==> images/congestion_map.png <==
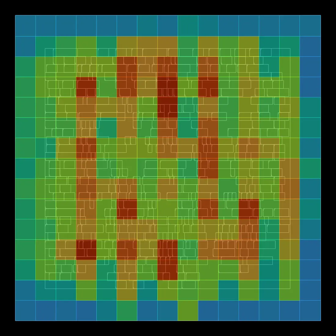
==> images/gates.png <==
Scale: 4 px per um.
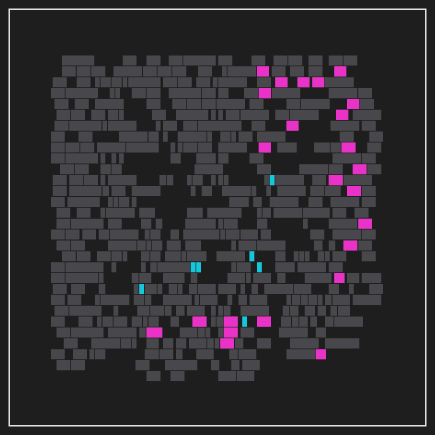
==> images/m2.png <==
Scale: 3 px per um.
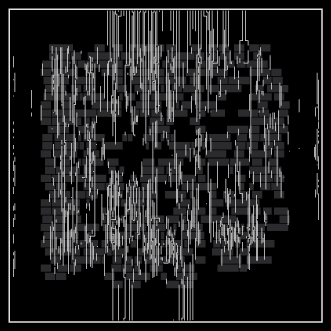
==> images/m3.png <==
Scale: 3 px per um.
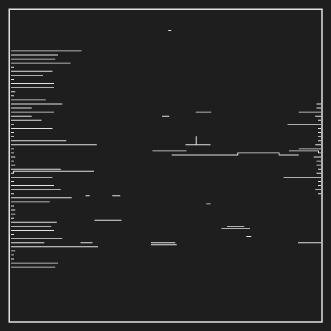
`src/rtl/mul_arb_pkg.sv`:
```
// Shared definitions for the multiplier-sharing arbiter.
// Contents:
//   state_e         - arbiter FSM state encoding
//   gw_f            - grant index width for a given requester count
//   timeout_default - default watchdog limit for a given operand width
package mul_arb_pkg;

    typedef enum logic [1:0] {
        IDLE  = 2'b00,
        ISSUE = 2'b01,
        WAIT  = 2'b10,
        RESP  = 2'b11
    } state_e;

    function automatic int gw_f(input int n);
        return (n > 1) ? $clog2(n) : 1;
    endfunction

    function automatic int timeout_default(input int dwidth);
        return 2 * dwidth + 8;
    endfunction

endpackage

```
`src/rtl/rr_arbiter.sv`:
```
// Combinational round-robin arbiter.
// Ports:
//   req_i  - request vector
//   last_i - index of the most recently served requester
//   gnt_o  - one-hot grant (first request found after last_i, wrapping)
//   idx_o  - binary index of the granted requester
//   any_o  - at least one request is pending
module rr_arbiter #(
    parameter int NREQ = 4,
    parameter int GW   = 2
) (
    input  logic [NREQ-1:0] req_i,
    input  logic [GW-1:0]   last_i,
    output logic [NREQ-1:0] gnt_o,
    output logic [GW-1:0]   idx_o,
    output logic            any_o
);

    logic          found;
    logic [GW-1:0] cand;

    always_comb begin
        gnt_o = '0;
        idx_o = '0;
        found = 1'b0;
        cand  = '0;
        // Search starts one past the last winner so the previous winner
        // is considered last.
        for (int unsigned k = 1; k <= NREQ; k++) begin
            cand = GW'((32'(last_i) + k) % NREQ);
            if (!found && req_i[cand]) begin
                found        = 1'b1;
                gnt_o[cand]  = 1'b1;
                idx_o        = cand;
            end
        end
    end

    assign any_o = |req_i;

endmodule

```
`src/rtl/mul_share_arbiter.sv`:
```
// Shares one multi-cycle multiplier (pulse in / pulse out, no ready)
// among NREQ requesters with per-operation round-robin arbitration.
// Operands are latched on accept and held until the next accept; the
// product is returned to the winner with a one-hot rsp_valid strobe.
// A watchdog aborts an operation that sees no mul_o_valid within
// TIMEOUT WAIT cycles and responds with rsp_err=1, rsp_z=0.
// Ports:
//   clk, rstn            - clock, synchronous active-low reset
//   req_valid/x/y        - per-requester request and flattened operands
//   req_ready            - one-hot accept strobe (combinational, IDLE only)
//   rsp_valid/z/err      - one-hot response strobe, product, timeout flag
//   mul_i_valid/x/y      - start pulse and operands to the multiplier
//   mul_o_valid/z        - done pulse and product from the multiplier
//   busy                 - FSM not in IDLE
module mul_share_arbiter
    import mul_arb_pkg::*;
#(
    parameter int NREQ    = 4,
    parameter int DWIDTH  = 8,
    parameter int OWIDTH  = 2 * DWIDTH,
    parameter int TIMEOUT = timeout_default(DWIDTH)
) (
    input  logic                     clk,
    input  logic                     rstn,
    input  logic [NREQ-1:0]          req_valid,
    input  logic [NREQ*DWIDTH-1:0]   req_x,
    input  logic [NREQ*DWIDTH-1:0]   req_y,
    output logic [NREQ-1:0]          req_ready,
    output logic [NREQ-1:0]          rsp_valid,
    output logic [OWIDTH-1:0]        rsp_z,
    output logic                     rsp_err,
    output logic                     mul_i_valid,
    output logic [DWIDTH-1:0]        mul_x,
    output logic [DWIDTH-1:0]        mul_y,
    input  logic                     mul_o_valid,
    input  logic [OWIDTH-1:0]        mul_z,
    output logic                     busy
);

    localparam int GW = gw_f(NREQ);
    localparam int CW = $clog2(TIMEOUT) + 1;

    state_e            state_q;
    logic [GW-1:0]     grant_q;
    logic [GW-1:0]     last_q;
    logic [CW-1:0]     cnt_q;
    logic [DWIDTH-1:0] mx_q;
    logic [DWIDTH-1:0] my_q;
    logic [OWIDTH-1:0] z_q;
    logic              err_q;
    logic              ivalid_q;
    logic [NREQ-1:0]   rspv_q;

    logic [NREQ-1:0]   arb_gnt;
    logic [GW-1:0]     arb_idx;
    logic              arb_any;
    logic [NREQ-1:0]   grant_1h;

    logic [DWIDTH-1:0] xs [NREQ];
    logic [DWIDTH-1:0] ys [NREQ];

    for (genvar i = 0; i < NREQ; i++) begin : g_unpack
        assign xs[i] = req_x[i*DWIDTH +: DWIDTH];
        assign ys[i] = req_y[i*DWIDTH +: DWIDTH];
    end

    rr_arbiter #(
        .NREQ (NREQ),
        .GW   (GW)
    ) u_arb (
        .req_i  (req_valid),
        .last_i (last_q),
        .gnt_o  (arb_gnt),
        .idx_o  (arb_idx),
        .any_o  (arb_any)
    );

    assign grant_1h = NREQ'(1) << grant_q;

    always_ff @(posedge clk) begin
        if (!rstn) begin
            state_q  <= IDLE;
            grant_q  <= '0;
            last_q   <= GW'(NREQ - 1);
            cnt_q    <= '0;
            mx_q     <= '0;
            my_q     <= '0;
            z_q      <= '0;
            err_q    <= 1'b0;
            ivalid_q <= 1'b0;
            rspv_q   <= '0;
        end else begin
            ivalid_q <= 1'b0;
            rspv_q   <= '0;
            case (state_q)
                IDLE: begin
                    if (arb_any) begin
                        grant_q  <= arb_idx;
                        mx_q     <= xs[arb_idx];
                        my_q     <= ys[arb_idx];
                        ivalid_q <= 1'b1;  // start pulse is high during ISSUE
                        state_q  <= ISSUE;
                    end
                end
                ISSUE: begin
                    cnt_q   <= '0;
                    state_q <= WAIT;
                end
                WAIT: begin
                    // A done pulse in the final watchdog cycle still counts
                    // as a normal completion.
                    if (mul_o_valid) begin
                        z_q     <= mul_z;
                        err_q   <= 1'b0;
                        rspv_q  <= grant_1h;
                        state_q <= RESP;
                    end else if (cnt_q == CW'(TIMEOUT - 1)) begin
                        z_q     <= '0;
                        err_q   <= 1'b1;
                        rspv_q  <= grant_1h;
                        state_q <= RESP;
                    end else begin
                        cnt_q <= cnt_q + CW'(1);
                    end
                end
                RESP: begin
                    last_q  <= grant_q;
                    state_q <= IDLE;
                end
                default: state_q <= IDLE;
            endcase
        end
    end

    assign req_ready   = (state_q == IDLE) ? arb_gnt : '0;
    assign rsp_valid   = rspv_q;
    assign rsp_z       = z_q;
    assign rsp_err     = err_q;
    assign mul_i_valid = ivalid_q;
    assign mul_x       = mx_q;
    assign mul_y       = my_q;
    assign busy        = (state_q != IDLE);

endmodule

```
`config.mk`:
```
export PLATFORM = sky130hd
export DESIGN_NAME = mul_share_arbiter
export DESIGN_NICKNAME = d
export VERILOG_FILES = /design/src/rtl/mul_arb_pkg.sv /design/src/rtl/rr_arbiter.sv /design/src/rtl/mul_share_arbiter.sv
export SDC_FILE = /design/constraint.sdc
export NUM_CORES = 1
export LEC_CHECK = 0
export CORE_MARGIN = 10
export CORE_UTILIZATION = 42
export DETAILED_ROUTE_END_ITERATION = 12
export GPL_TIMING_DRIVEN = 0
export PLACE_DENSITY = 0.8
export SYNTH_ARGS = -nofsm -noshare
export SYNTH_HDL_FRONTEND = slang
export SYNTH_HIERARCHICAL = 1
export SYNTH_SLANG_ARGS = --single-unit
export TNS_END_PERCENT = 10
```
`constraint.sdc`:
```
create_clock -name clk -period 3.3 [get_ports clk]
set_input_delay 0.33 -clock clk [delete_from_list [all_inputs] [get_ports clk]]
set_output_delay 0.33 -clock clk [all_outputs]
set_load 0.02 [all_outputs]
```
==> notes.md <==
Physical implementation

The via density per instance is 5.28. The number of antenna violations at the first check in global routing was 0. The cell at the root of the clock tree is clkbuf_8. STA classifies the critical path endpoint as an output pin. Entering global routing, the biggest net connects 18 pins. The cell with the largest stage delay on the worst path is dfxtp_4.

The cell row count is 30. The final setup skew is 0.0116 ns. The worst-case IR drop observed on VDD is roughly 280 uV.

The skew report gives the latency at the later pin of the worst-skew pair as 0.31 ns. The sequential share of the synthesized area is 0.340. The instance count after placement with tap cells included is around 520. The synthesis log from Yosys contains 6 warnings. The number of antenna cells inserted is 0.

The post-synthesis register bit count is roughly 50. The wire length of the first global-routing pass is 14,000 um. The routed layout has about 2,800 vias. The share of the core area taken by cells at floorplan is 0.434. Headroom to the max-slew limit came out at 0.710.

The critical path start-end classification is register to output pin. The fmax is roughly 340 MHz. The run finished with clean final reports. The weighted congestion reported at the end of routability-driven placement is around 0.88. The floorplan report gives the top-level pin count as between 100 and 150. In the finished design, the share of the clock period the worst path needs comes to 0.882. The pre-CTS worst setup slack is -0.193 ns. For the pin with the worst max-slew slack, the measured transition is 0.435 ns.

The count of buffers added by post-CTS timing repair for setup is 0. The element type at the critical path start is a register. The data arrival time at the worst-slack endpoint is about 2.6 ns.

The worst min-delay path class is primary input to register. The final layout contains routed wiring with a total length of approximately 8400 um. The final timing report lists a max-slew violation count of 0. The design draws about 2600 uW. The yosys stat cell total is roughly 290. The number of buffers added on ports is roughly 130. The startpoint of the lowest-slack hold path is rstn.

The TritonCTS buffer count is 5. The terminating pin of the worst hold path is mul_i_valid. The maximum number of buffers from clock root to sink is 2.

The minimum clock period is slightly below 3 ns. The placed instances occupy a cell area of between 4000 and 5000 um2. The share of layout cells above drive strength 1 is 0.145. The predominant post-synthesis flop cell is dfxtp_1. A synthesized cell averages about 10 um2. The fill cell instance count of the final layout is between 500 and 600. The width of the die is about 100 um. The die height is just over 100 um. In this run the standard cell core region covers 6790 um2.

Walking the worst path, the cells encountered are buf_6 > inv_1 > ha_4 > mux4_2 > nand2_1 > o21ai_1 > a221o_1 > and2_1 > dlymetal6s2s_1. The area growth from synthesis to layout is 52.4%. The depth of the worst register-to-register path is 12. The synthesized net count is approximately 390. The OpenROAD warning count is 37.

Per the detail_route report, DRC violations left total 0. Synthesis handed over a netlist of 292 instances. The sequential standard cell area is around 1000 um2. Looking at the worst setup and hold paths, the clock pins of their registers show a slew of roughly 0.1 ns. The capture point of the worst reg-to-reg path is mul_x[3]. Post-synthesis, Yosys gives the total cell area as just under 3000 um2. The total routing resource utilization after global routing is 0.154. Per the post-route antenna check, the number of violating nets is 0. The number of enable-type register cells in the synthesized netlist is 0. The count of different cell masters after synthesis is ~60. Data on the critical path is required at its endpoint by between 2 and 3 ns. The final report gives the standard cell area, fillers excluded, as 4490 um2. The worst hold path was traced through 2 stages.

Per the synth stats, the proportion of register bits with asynchronous set or reset is 0. In the post-route analysis, the smallest setup slack over all paths is 0.388 ns. The script extracted a total leakage power of around 0.0018 uW. The floorplan step defined a die boundary enclosing between 10,000 and 15,000 um2. The remaining global-route overflow is 0. Clock tree synthesis found a total of 50 sinks.

The longest individual stage delay on the worst path is 0.44 ns. Setup repair after global routing left no endpoint under its margin. The report puts the hold buffer count at CTS at 0. The report shows a maximum critical-path fanout of 10. Total power normalized to cell area comes to 588 nW/um2. Hold-check failures listed in the final report amount to 0. According to the dpl log, the detail-placed design has an HPWL of about 6700 um. The total standard cell area after synthesis is between 2000 and 3000 um2. The clock tree from TritonCTS is built. Once iteration 0 of detailed routing completed, the report listed ~110 DRC markers. The reg-to-reg critical path startpoint is last_q[0]. In the final timing run, aggregate negative setup slack is 0 ns. Setup slack on the worst reg-to-reg path comes out at approximately 0.50 ns.

The multi-input gate area in the final layout is between 1500 and 2000 um2. The iteration count recorded for the first detailed-route pass is 5. The report counts max-capacitance violations totalling 0. The final report lists the setup-violating endpoint count as 0. Looking at the clock tree report, the H-tree level count equals 2. The via count of the first global-routing pass is ~3,000. The final-stage net count is around 530.
## Picture notes: congestion_map.png
global-route track usage on met1: 0.165
busiest metal layer after global routing: met2
final routed wire length divided by cell count: 16.0 um
share of the core filled with cells: 0.661

## Picture notes: gates.png
family	color	cells
inv cells	cyan	7
non-inverting ao/oa cells	magenta	24
count of placed standard cells in the final layout, fillers left out: 523
logic share of the area: 0.394

## Picture notes: m2.png
wire length on this layer	4,130 um
main direction	vertical
share of all routed wire	49%

## Picture notes: m3.png
longest straight run	28.8 um
wire length on this layer	714 um
share of all routed wire	8.5%
main direction	horizontal
nets with wire on the layer	88

## cell usage after synthesis (4+ instances only)
master | instances | area (um2)
mux2i_1 | 4 | 40.0
a221o_1 | 4 | 40.0
a22o_2 | 6 | 60.1
a22o_1 | 10 | 87.6
buf_2 | 5 | 25.0
o21ai_0 | 5 | 25.0
clkbuf_1 | 5 | 18.8
ha_1 | 14 | 175
nand2_1 | 55 | 206
mux4_2 | 17 | 383
and3_1 | 4 | 25.0
and2_1 | 5 | 31.3
a21boi_1 | 10 | 75.1
nor2_1 | 12 | 45.0
buf_6 | 4 | 45.0
a21boi_0 | 9 | 67.6
inv_1 | 7 | 26.3
a21oi_1 | 4 | 20.0
dfxtp_1 | 50 | 1000
o21ai_1 | 5 | 25.0
nand4_1 | 5 | 31.3
## sequential cells by signal, summed over array words and instances, names as in the netlist
signal / cells
rsp_err: 1
last_q: 2
rsp_z: 16
cnt_q: 6
mul_x: 8
mul_y: 8
state_q: 2
rsp_valid: 4
grant_q: 2
mul_i_valid: 1
## layout make-up
| class | count | share of cell area |
|---|---|---|
| multi-input combinational | 213 | 0.394 |
| timing repair buffer | 128 | 0.288 |
| sequential | 50 | 0.224 |
| buffer | 21 | 0.0354 |
| tap | 96 | 0.0268 |
| clock buffer | 5 | 0.0153 |
| clock inverter | 3 | 0.0109 |
| inverter | 7 | 0.00585 |
## critical path: cells and delay by family, from the launching register on
kind	cells	cell delay, ns
adders and majority gates	1	0.37
DFF	1	0.44
AOI/OAI and AO/OA	2	0.33
muxes	1	0.40
buffers and inverters	3	0.49
and+or+nand+nor	2	0.25
## stage by stage
stage	hold WS [ns]	utilization
finish	0.309	0.661
floorplan	0.445	-
detailed placement	0.449	0.640
global placement	0.439	0.640
CTS	0.307	0.659
global route	0.303	0.661
## timing repair
action | CTS | global route
gates resized | 5 | 4
pin swaps | 0 | 1
setup endpoints to repair | 14 | 4
gates cloned | 0 | 0
## metal layers
layer  part of all wire  track usage
met1               0.41        0.165
met2               0.49        0.271
met3              0.085       0.0607
met4              0.012       0.0467
met5                  0            0
## worst max-delay path by stage
stage / end / startpoint / cells past startpoint
finish: req_ready[1] / last_q[0] / 9
global route: req_ready[1] / last_q[0] / 9
CTS: req_ready[1] / last_q[0] / 9
detailed placement: req_ready[3] / last_q[0] / 10
global placement: req_ready[3] / last_q[0] / 10
floorplan: mul_x[0] / last_q[0] / 13
## power breakdown
group	switching (uW)	total (uW)	internal (uW)
clock network	222	453	231
logic	680	1370	693
registers	84.7	811	726
total	986	2640	1650
## placed cells by master (no fill, tap or decap), types with 6 or more instances in the layout
cell / instances
nand2_1: 55
nor2_1: 12
a22o_1: 10
clkbuf_8: 6
a21boi_0: 9
ha_1: 13
inv_1: 7
dfxtp_1: 48
a22o_2: 6
a21boi_1: 10
mux4_2: 17
clkdlybuf4s50_1: 124
## cell families after synthesis
kind of cell,after synthesis,share of synthesized area
compound gates,71,0.201
xor+xnor,1,0.00297
fa+ha+maj,14,0.0595
buf+inv,29,0.0641
flops,50,0.340
mux,23,0.156
simple gates,104,0.177
Power figures rest on the tool's default switching activity, not on a simulated workload.
